Design vend_seq_ctrl_flat, sky130hd; sources not shown.
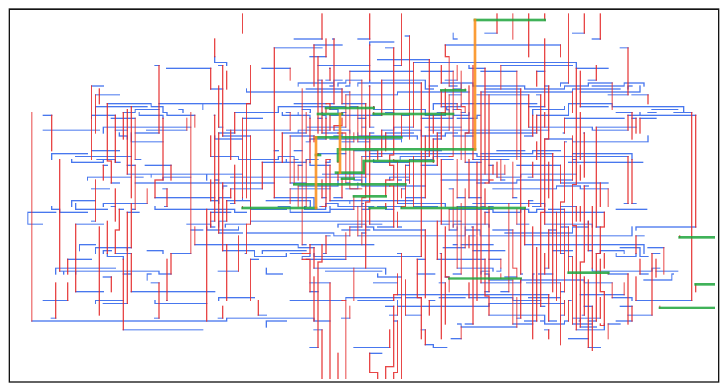
**Above:** signal wires by layer.
Key: metal 2 = red [wire length 1630 µm]; metal 3 = green [wire length 136 µm]; metal 4 = orange [wire length 29.9 µm]; metal 1 = blue [wire length 1700 µm]
Via Count: 1467
Post-Route WL: 3493 µm
Tot GR Track Use: 22.09%
wire per inst: 13.38 µm

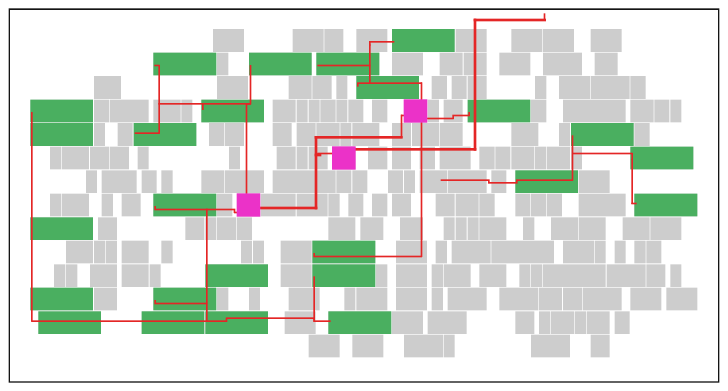
**Above:** clock network drawn from the DEF.
Key: flip-flops = green [count 25]; clock wires = red [length 302 µm]; clock drivers = magenta [count 3]
Position of the flops: widely spread. There are 4 routed clock nets.
Clock power frac: 11.1%
Clock Skews: 0.005635 ns
Clk. pwr: 123 µW
Clock Latency Late Sink: 0.33 ns

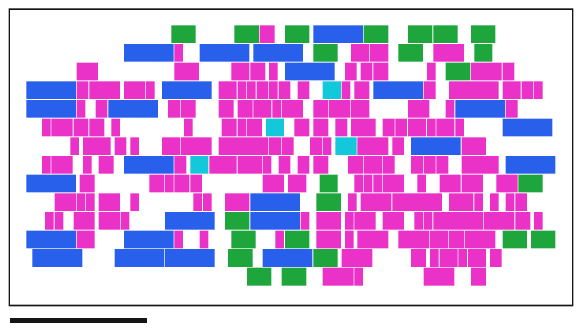
**Above:** cells coloured by class.
The bar under the picture is 20 µm long.
Key: clock drivers and dummy loads = cyan [cells 4, share of their area 1.7%]; flops = blue [cells 25, share of their area 26%]; combinational and other logic = magenta [cells 169, share of their area 60%]; other buffers and delay cells = green [cells 23, share of their area 12%]
Seq/total area: 25.74%
final instance area: 1944 µm²

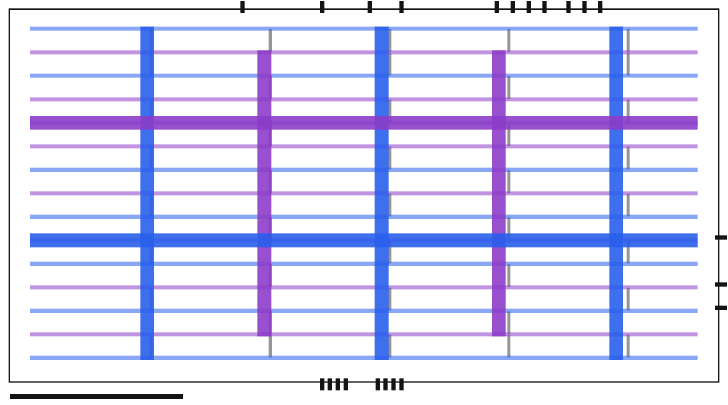
**Above:** PDN straps and rails.
The bar under the picture is 20 µm long. Pins as bars on the die edge. Tap cells in grey.
Key: VDD = purple; VSS = blue
The core has 14 rows. 15 met1 rails follow the rows. 22 signal pins sit on the boundary.
die y size: 42.97 µm
Max VDD drop: 291.6 µV
core region area: 2943 µm²
die width: 81.94 µm

==> job_summary.md <==
### Yosys + OpenROAD results

| Metric | Value |
|---|---|
| Final hold violation count | `0` |
| Net count after synthesis | `approximately 230` |
| Fa+ha+maj area frac | `about an eighth` |
| Top non-seq family | `simple AND/OR/NAND/NOR gates` |
| Critical path class | `primary input to flop` |
| R2R depth | `9` |
| Largest register FFs | `10` |
| Min-Delay Path Class | `flop to flop` |
| Fp util | `56.76%` |
| Synth warn | `0` |
| CTS H-tree depth | `1` |
| Initial DRC Count | `67` |
| Leak pwr | `0.7559 nW` |
| CTS root buffer | `clkbuf_4` |
| Status | `finished clean` |
| PostCTS Resize Cnt | `0` |
| Dominant logic cell type in the layout | `nor2_1` |
| Slew Limit Fails | `0` |
| CTS sink count | `25` |
| Setup TNS Final | `0 ns` |
| Buffers on Ports | `21` |
| Dominant Register Cell | `dfxtp_1` |
| Cell type with the largest total area after synthesis | `dfxtp_1` |
| FMAX | `297.9 MHz` |
| Total global routing overflow | `0` |
| I/O pin count | `22` |
| Largest net degree at the start of global routing | `19` |
| Vias in the first global route | `around 1300` |
| Post-synth EDFFs | `0` |
| WP data arrival | `3.63 ns` |
| Xor/xnor share | `6.816%` |
| Final setup fails | `0` |
| Met1 Use GR | `slightly below 30%` |
| Avg Inst Size Synth | `approximately 8.3 µm²` |
| RSZ-0062 raised after global routing | `no` |
| DRC | `0` |
| Top Layout Cells | `nor2_1 (28), dfxtp_1 (25), clkdlybuf4s50_1 (21), inv_1 (13)` |
| Crit path required time | `4.32 ns` |
| Top area contributor share | `approximately 30%` |
| Fillers | `251` |
| GRT busiest layer | `met2` |
| Antenna cells | `0` |
| Critical Path Sink Type | `flop` |
| Area fraction in mux cells | `3.670%` |
| Final worst path period need | `3.357 ns` |
| Simple-gate portion of the synthesized area | `a little under a quarter` |
| Die Area | `approximately 3500 µm²` |
| Dpl hpwl | `2721 µm` |
| Met1 Wirelength | `between 1500 and 2000 µm` |
| Part of the Yosys area used for sequential elements | `29.96%` |
Yosys cell counts, types with 3 or more instances:
master / number
xor2_1: 6
dfxtp_1: 25
o21ai_0: 10
nand2_1: 12
a31oi_1: 3
nor2b_1: 6
a21oi_1: 11
xnor2_1: 7
and3_1: 4
nor2_1: 28
nand2b_1: 5
a211oi_1: 3
ha_1: 12
inv_1: 13
clkbuf_1: 6
fa_1: 3
nor3_1: 5
mux2i_1: 5
nand3b_1: 3
nand3_1: 4
layout make-up:
| cell class | count | area [µm²] | area share [%] |
|---|---|---|---|
| Inverter | 13 | 48.80 | 2.510 |
| Clock inverter | 1 | 8.758 | 0.4505 |
| Timing Repair Buffer | 23 | 225.2 | 11.58 |
| Sequential cell | 25 | 500.5 | 25.74 |
| Multi-Input combinational cell | 156 | 1089 | 55.98 |
| Tap cell | 40 | 50.05 | 2.574 |
| Clock buffer | 3 | 22.52 | 1.158 |
power breakdown:
part           switching, mW  internal, mW  total, mW  leakage, nW
Sequential            0.0829         0.290      0.373        0.204
Clock                 0.0823        0.0403      0.123       0.0183
Combinational          0.322         0.292      0.614        0.534
Total                  0.487         0.622       1.11        0.756
stage by stage:
step                hold slack (ns)  setup slack (ns)  total power [mW]  instance area (µm²)  instances
detailed placement           0.4597            0.3336            0.9895                 1913        257
global placement             0.4540            0.4077            0.9777                 1913        257
floorplan                    0.4830            0.8877            0.8123                 1670        202
global route                 0.5095            0.5377             1.204                 1944        261
finish                       0.4714            0.6931             1.109                 1944        261
CTS                          0.4808            0.6841             1.117                 1944        261
critical path: stages:
cell,delay (ns)
clkdlybuf4s50_1,0.50
inv_1,0.07
ha_1,0.23
fa_1,0.43
a21boi_0,0.14
o211a_1,0.26
a22oi_1,0.32
and2_2,0.26
mux2i_1,0.18
No activity file was given, so power comes from the tool's default toggle rates.
